**config.mk**
```make
export PLATFORM = sky130hd
export DESIGN_NAME = alu_pkt_sequencer
export DESIGN_NICKNAME = d
export VERILOG_FILES = /design/src/rtl/alu_pkt_sequencer_pkg.sv /design/src/rtl/alu_seq_watchdog.sv /design/src/rtl/alu_pkt_sequencer.sv
export SDC_FILE = /design/constraint.sdc
export NUM_CORES = 1
export LEC_CHECK = 0
export CAP_MARGIN = 5
export CORE_ASPECT_RATIO = 0.75
export CORE_MARGIN = 10
export CORE_UTILIZATION = 40
export CTS_CLUSTER_DIAMETER = 30
export DETAILED_ROUTE_END_ITERATION = 12
export PLACE_DENSITY = 0.72
export SLEW_MARGIN = 40
export SYNTH_ARGS = -nofsm -noshare
export SYNTH_HDL_FRONTEND = slang
export SYNTH_SLANG_ARGS = --single-unit
```
**constraint.sdc**
```tcl
create_clock -name clk -period 4.7 [get_ports clk]
set_input_delay 1.41 -clock clk [delete_from_list [all_inputs] [get_ports clk]]
set_output_delay 1.41 -clock clk [all_outputs]
set_load 0.02 [all_outputs]
```
**src/rtl/alu_pkt_sequencer_pkg.sv**
```systemverilog
// Shared definitions for the ALU packet sequencer: FSM encodings, default
// watchdog value, register field positions and a saturating counter helper.
package alu_pkt_sequencer_pkg;

    // Encodings are exported on state_out and must stay stable.
    typedef enum logic [2:0] {
        ST_IDLE  = 3'd0,
        ST_RECV  = 3'd1,
        ST_LOAD  = 3'd2,
        ST_RUN   = 3'd3,
        ST_DRAIN = 3'd4
    } seq_state_t;

    localparam int DEFAULT_TIMEOUT = 1000;

    // Software control register fields
    localparam int SW_REG_ENABLE_BIT  = 0;
    localparam int SW_REG_TIMEOUT_LSB = 16;

    // Hardware status register fields
    localparam int HW_REG_STATE_LSB     = 0;
    localparam int HW_REG_PROTO_ERR_BIT = 3;

    function automatic logic [15:0] sat_inc16(input logic [15:0] v);
        return (v == 16'hFFFF) ? v : v + 16'd1;
    endfunction

endpackage

```
**src/rtl/alu_seq_watchdog.sv**
```systemverilog
// Run watchdog: counts enabled cycles and pulses expire on the cycle the count reaches sw_timeout-1.
// Latency: expire is combinational from the count register; sw_timeout == 0 disables it. No backpressure.
// Backpressure: none; clr has priority over en.
module alu_seq_watchdog #(
    parameter int TMR_W = 16
) (
    input  logic             clk,
    input  logic             reset,
    input  logic             clr,
    input  logic             en,
    input  logic [TMR_W-1:0] sw_timeout,
    output logic             expire
);
    import alu_pkt_sequencer_pkg::*;

    localparam logic [TMR_W-1:0] ONE = TMR_W'(1);

    logic [TMR_W-1:0] timer;

    always_ff @(posedge clk) begin
        if (reset || clr) begin
            timer <= '0;
        end else if (en) begin
            timer <= timer + ONE;
        end
    end

    // The final enabled cycle is the one where timer == sw_timeout-1, so an
    // enabled run lasts exactly sw_timeout cycles.
    assign expire = en && (sw_timeout != '0) && (timer == (sw_timeout - ONE));

endmodule

```
**src/rtl/alu_pkt_sequencer.sv**
```systemverilog
// Admits one packet into the shared FIFO, runs the processor until done or watchdog, then drains.
// Latency: all outputs decode from the registered state; input effects appear one cycle later.
// Backpressure: in_rdy_gate closes the FIFO input after EOP until drain; drain_en holds output until run ends.
module alu_pkt_sequencer #(
    parameter int CTRL_WIDTH = 8,
    parameter int TMR_W      = 16
) (
    input  logic                  clk,
    input  logic                  reset,
    input  logic                  sw_enable,
    input  logic [TMR_W-1:0]      sw_timeout,
    input  logic                  in_wr,
    input  logic [CTRL_WIDTH-1:0] in_ctrl,
    input  logic                  fifo_empty,
    input  logic                  cpu_done,
    output logic                  in_rdy_gate,
    output logic                  drain_en,
    output logic                  pc_en,
    output logic                  pc_clr,
    output logic [31:0]           pkt_count,
    output logic [15:0]           timeout_count,
    output logic                  proto_err,
    output logic [2:0]            state_out
);
    import alu_pkt_sequencer_pkg::*;

    seq_state_t state_q, state_d;
    logic       in_payload;
    logic       eop;
    logic       wd_clr;
    logic       wd_expire;

    assign eop = in_wr && (in_ctrl != '0) && in_payload;

    // Payload words set the flag; a non-zero ctrl word either ends the packet
    // (flag set) or is a leading header (flag already clear).
    always_ff @(posedge clk) begin
        if (reset) begin
            in_payload <= 1'b0;
        end else if (in_wr) begin
            in_payload <= (in_ctrl == '0);
        end
    end

    always_ff @(posedge clk) begin
        if (reset) begin
            state_q <= ST_IDLE;
        end else begin
            state_q <= state_d;
        end
    end

    always_comb begin
        state_d     = state_q;
        in_rdy_gate = 1'b0;
        drain_en    = 1'b0;
        pc_en       = 1'b0;
        pc_clr      = 1'b0;
        wd_clr      = 1'b0;
        case (state_q)
            ST_IDLE: begin
                in_rdy_gate = 1'b1;
                drain_en    = 1'b1;
                if (sw_enable && !in_payload && fifo_empty) state_d = ST_RECV;
            end
            ST_RECV: begin
                in_rdy_gate = 1'b1;
                if (eop) state_d = ST_LOAD;
            end
            ST_LOAD: begin
                pc_clr  = 1'b1;
                wd_clr  = 1'b1;
                state_d = ST_RUN;
            end
            ST_RUN: begin
                pc_en = 1'b1;
                if (cpu_done || wd_expire) state_d = ST_DRAIN;
            end
            ST_DRAIN: begin
                drain_en = 1'b1;
                if (fifo_empty) state_d = sw_enable ? ST_RECV : ST_IDLE;
            end
            default: state_d = ST_IDLE;
        endcase
    end

    alu_seq_watchdog #(.TMR_W(TMR_W)) u_watchdog (
        .clk        (clk),
        .reset      (reset),
        .clr        (wd_clr),
        .en         (pc_en),
        .sw_timeout (sw_timeout),
        .expire     (wd_expire)
    );

    // cpu_done wins a same-cycle tie, so only a bare expiry counts as a timeout.
    always_ff @(posedge clk) begin
        if (reset) begin
            pkt_count     <= '0;
            timeout_count <= '0;
            proto_err     <= 1'b0;
        end else begin
            if (state_q == ST_RUN && state_d == ST_DRAIN) pkt_count <= pkt_count + 32'd1;
            if (state_q == ST_RUN && wd_expire && !cpu_done) timeout_count <= sat_inc16(timeout_count);
            if (in_wr && !in_rdy_gate) proto_err <= 1'b1;
        end
    end

    assign state_out = state_q;

endmodule

```
### Where the registers sit, run 1

Scale: 3 px per um. Other sequential cells in the stronger grey, the rest of the logic in the fainter grey.
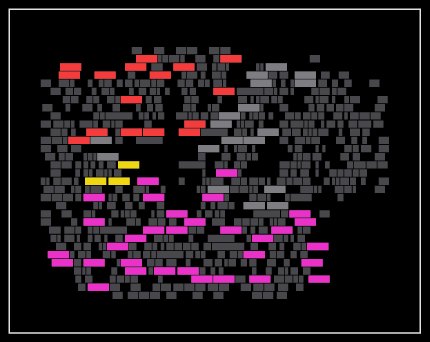
yellow -> `state_out`  # placed flops 3
magenta -> `pkt_count`  # placed flops 32
red -> `timeout_count`  # placed flops 16
final core utilization: 54.6%
Seq group: 0.589 mW
flop share of the area: 25.8%
Reg area: 0.00138 mm^2

### Routing congestion map, run 1

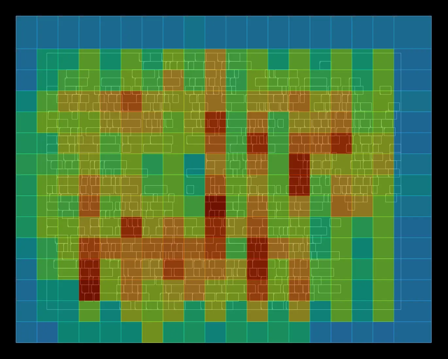
Tot GR Track Use: 15.5%
gr busiest metal: met2
WL per Instance: 16.3 um

### Wiring by layer, run 1

Scale: 3 px per um.
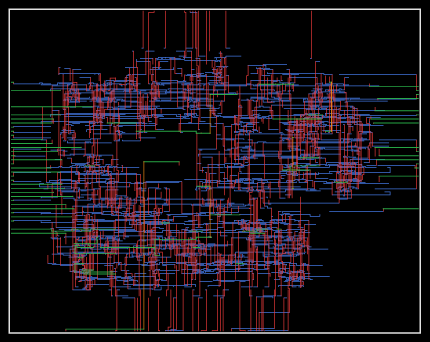
orange -> met4  # wire length 119 um
red -> met2  # wire length 5090 um
green -> met3  # wire length 836 um
blue -> met1  # wire length 5700 um
Post-Route WL: 11.7 mm
via count: 4262

==> flow_metrics.tcl, run 1 <==
# collected from the flow reports
set metrics [dict create \
    setup_tns_ns 0 \
    power.internal_mw 1.04 \
    drt_iter0_markers 351 \
    clock_tree_area_fraction_pct 5.46 \
    grt_use_met1_pct 20.5 \
    hold_class "flop to flop" \
    worstHoldStart "proto_err" \
    antenna_cells 0 \
    reg_top3 "pkt_count: 32 flops, timeout_count: 16 flops, u_watchdog.timer: 16 flops" \
    cts_tree "yes" \
    cp_common_cell "nor4_1" \
    comb_area_mm2 0.00250 \
    final_layout_top_logic_cells "84 x clkdlybuf4s50_1, 69 x dfxtp_1, 52 x a21oi_1, 40 x o31ai_1, 38 x or4_1" \
    async_flop_share_pct 0 \
    cts_inserted_buffers 9 \
    clockBufferDepth 2 \
    antenna_found_initial 0 \
    startpoint "sw_timeout[4]" \
    setup_ws_ns 0.393 \
    fin_crit_ns 4.31 \
    gr-usage-met3_pct 5.18 \
    clkTransAtPathRegs_ns 0.06 \
    top_area_share_pct 33.9 \
    max_slew_margin_pct 54.4 \
    syn_inst 509 \
    portBuffers 85 \
    area_leaders "dfxtp_1 34%, o31ai_1 7.4%, or4_1 7.0%, a21oi_1 6.4%, nand3_1 3.4%" \
    layout_top_cell "clkdlybuf4s50_1" \
    nWellTaps 132 \
    ff_type "dfxtp_1" \
    p_per_area_mw_per_mm2 253 \
    dp_cells 705 \
    ys_warn_count 0 \
    dominant-cell-class "combinational gates" \
    grt_pass1_vias 4067 \
    dp_slack_ns 0.0878 \
    synthesis.nets 543 \
    cts_resized 0 \
    p_seq_share_pct 43.4 \
    ioPinCount 86 \
    crit_family "simple AND/OR/NAND/NOR gates" \
    met2_usage_pct 23.4 \
    grt_start_max_net_pins 61 \
    wl_met1_mm 5.70 \
    largest_register_ffs 32 \
    post-synth-top-count-cell "dfxtp_1" \
    switchingPower_mw 0.311 \
    dieHeight_um 107 \
    routed.top_layer "met4" \
    logic_gates 389 \
    rows 31 \
    gr-total-overflow 0 \
    critical_path_required_ns 4.92 \
    skew_ns 0.00782 \
    topCombFamilyByArea "simple AND/OR/NAND/NOR gates" \
    synthAoiAreaFrac_pct 20.4 \
    hold_path_end "proto_err" \
    pwr.group.clock_mw 0.662 \
    placed_area_mm2 0.00507 \
    outcome "completed" \
    common_cells "69 x dfxtp_1, 52 x a21oi_1, 40 x o31ai_1" \
    worstHoldPathCells 2 \
    cts.sinks 69 \
    route.detailed.drc 0 \
    ir_drop_mv 0.168 \
    mux_area_share_pct 1.63 \
    first_pass_iters 6 \
    seq_cells 69 \
    clkbuf_count 10 \
    start_kind "input pin" \
    syn_area_per_cell_um2 8.00 \
    syn_area_mm2 0.00407 \
    synth_seq_share_pct 33.9 \
    yosys.area_share.xor_xnor_pct 6.24 \
    largest_register "pkt_count" \
    gp_congestion 0.841 \
    r2r_cells 10 \
    finalHoldViolCount 0 \
    fin_cells 721 \
]
### A small window of the routed layout, run 1

Region (92, 17) to (112, 37) um. Cells in grey, sequential cells in the stronger grey; small squares are vias.
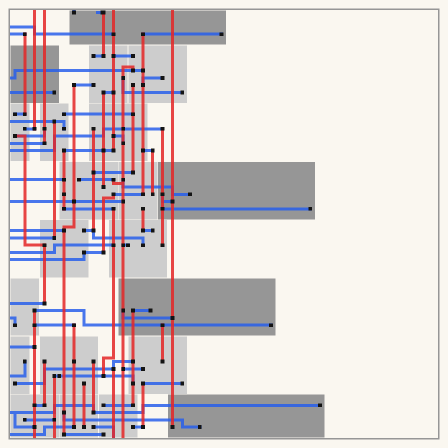

--- run 2 (diff from run 1) ---
--- a/config.mk
+++ b/config.mk
@@ -6,7 +6,7 @@
 export NUM_CORES = 1
 export LEC_CHECK = 0
 export CAP_MARGIN = 5
-export CORE_ASPECT_RATIO = 0.75
+export CORE_ASPECT_RATIO = 1.25
 export CORE_MARGIN = 10
 export CORE_UTILIZATION = 40
 export CTS_CLUSTER_DIAMETER = 30
### A small window of the routed layout, run 2

Region (73, 23) to (93, 43) um. Cells in grey, sequential cells in the stronger grey; small squares are vias.
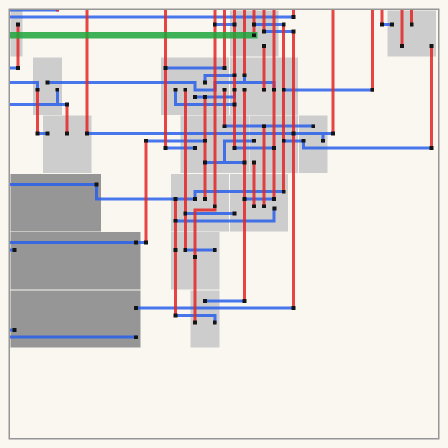
blue -> met1
green -> met3
red -> met2
cells with their middle in the window = 16
sequential cells in the window = 3
most frequent = dfxtp_1 (3), or2_2 (2), nor2_1 (2)
netlist names of flops here include = `u_watchdog.timer` (3)

### Routing congestion map, run 2

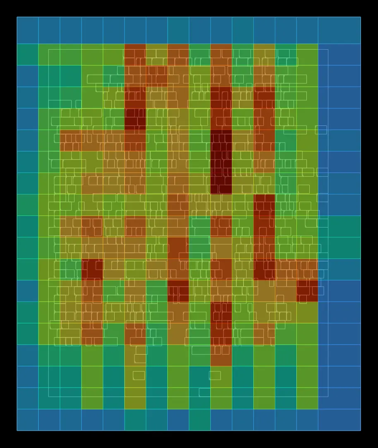
Tot GR Track Use: 16.1%
grt met1 use: 20.1%
WL per Instance: 16.7 um
final core utilization: 54.0%
met2 Track Usage GR: 25.6%

### Wiring by layer, run 2

Scale: 3 px per um.
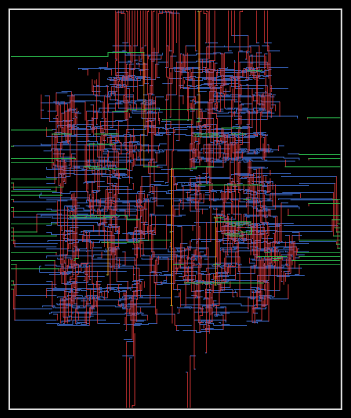
orange -> met4  # wire length 152 um
green -> met3  # wire length 741 um
red -> met2  # wire length 5830 um
blue -> met1  # wire length 5240 um
via count: 4233
Post-Route WL: 12.0 mm

==> run 2 against run 1 <==
Sequential power about the same. Synthesized area unchanged. Synthesized cell count did not move. Die area shrank 0.11%. First-iteration DRC count shrank 39%. Critical path depth did not move. Clock power increased by 13%. Register-to-register slack better by 0.14 ns. Clock skew up 0.0037 ns. Power increased by 6.3%. Critical endpoint is now pkt_count[5]. Highest routed layer unchanged.
==> flow_metrics.tcl, run 2 <==
# collected from the flow reports
set metrics [dict create \
    drt_iter0_markers 215 \
    nWellTaps 129 \
    seq_cells 69 \
    clockBufferDepth 2 \
    cts_tree "yes" \
    switchingPower_mw 0.313 \
    seq_share_pct 25.6 \
    async_flop_share_pct 0 \
    p_per_area_mw_per_mm2 267 \
    seq_area_mm2 0.00138 \
    dp_slack_ns 0.123 \
    setup_tns_ns 0 \
    outcome "completed" \
    finalHoldViolCount 0 \
    comb_area_mm2 0.00250 \
    hold_path_end "proto_err" \
    rows 41 \
    max_slew_margin_pct 45.8 \
    area_leaders "dfxtp_1 34%, o31ai_1 7.4%, or4_1 7.0%, a21oi_1 6.4%, nand3_1 3.4%" \
    routed.top_layer "met4" \
    topCombFamilyByArea "simple AND/OR/NAND/NOR gates" \
    r2r_cells 11 \
    grt_start_max_net_pins 61 \
    crit_family "simple AND/OR/NAND/NOR gates" \
    skew_ns 0.0115 \
    dominant-cell-class "combinational gates" \
    final_layout_top_logic_cells "84 x clkdlybuf4s50_1, 69 x dfxtp_1, 52 x a21oi_1, 40 x o31ai_1, 38 x or4_1" \
    wl_met1_mm 5.24 \
    ff_type "dfxtp_1" \
    worstHoldStart "proto_err" \
    seq_cell_power_mw 0.589 \
    gp_congestion 0.887 \
    worstHoldPathCells 2 \
    clock_tree_area_fraction_pct 6.21 \
    common_cells "69 x dfxtp_1, 52 x a21oi_1, 40 x o31ai_1" \
    logic_gates 389 \
    layout_top_cell "clkdlybuf4s50_1" \
    largest_register_ffs 32 \
    cts.sinks 69 \
    synth_seq_share_pct 33.9 \
    startpoint "sw_timeout[7]" \
    antenna_found_initial 0 \
    route.detailed.drc 0 \
    clkTransAtPathRegs_ns 0.06 \
    portBuffers 85 \
    start_kind "input pin" \
    top_area_share_pct 33.9 \
    gr-usage-met3_pct 4.42 \
    cts_resized 0 \
    yosys.area_share.xor_xnor_pct 6.24 \
    first_pass_iters 5 \
    syn_inst 509 \
    placed_area_mm2 0.00506 \
    ir_drop_mv 0.196 \
    antenna_cells 0 \
    largest_register "pkt_count" \
    ioPinCount 86 \
    post-synth-top-count-cell "dfxtp_1" \
    dieHeight_um 133 \
    fin_cells 718 \
    setup_ws_ns 0.377 \
    grt_pass1_vias 4059 \
    hold_class "flop to flop" \
]
Power figures rest on the tool's default switching activity, not on a simulated workload.
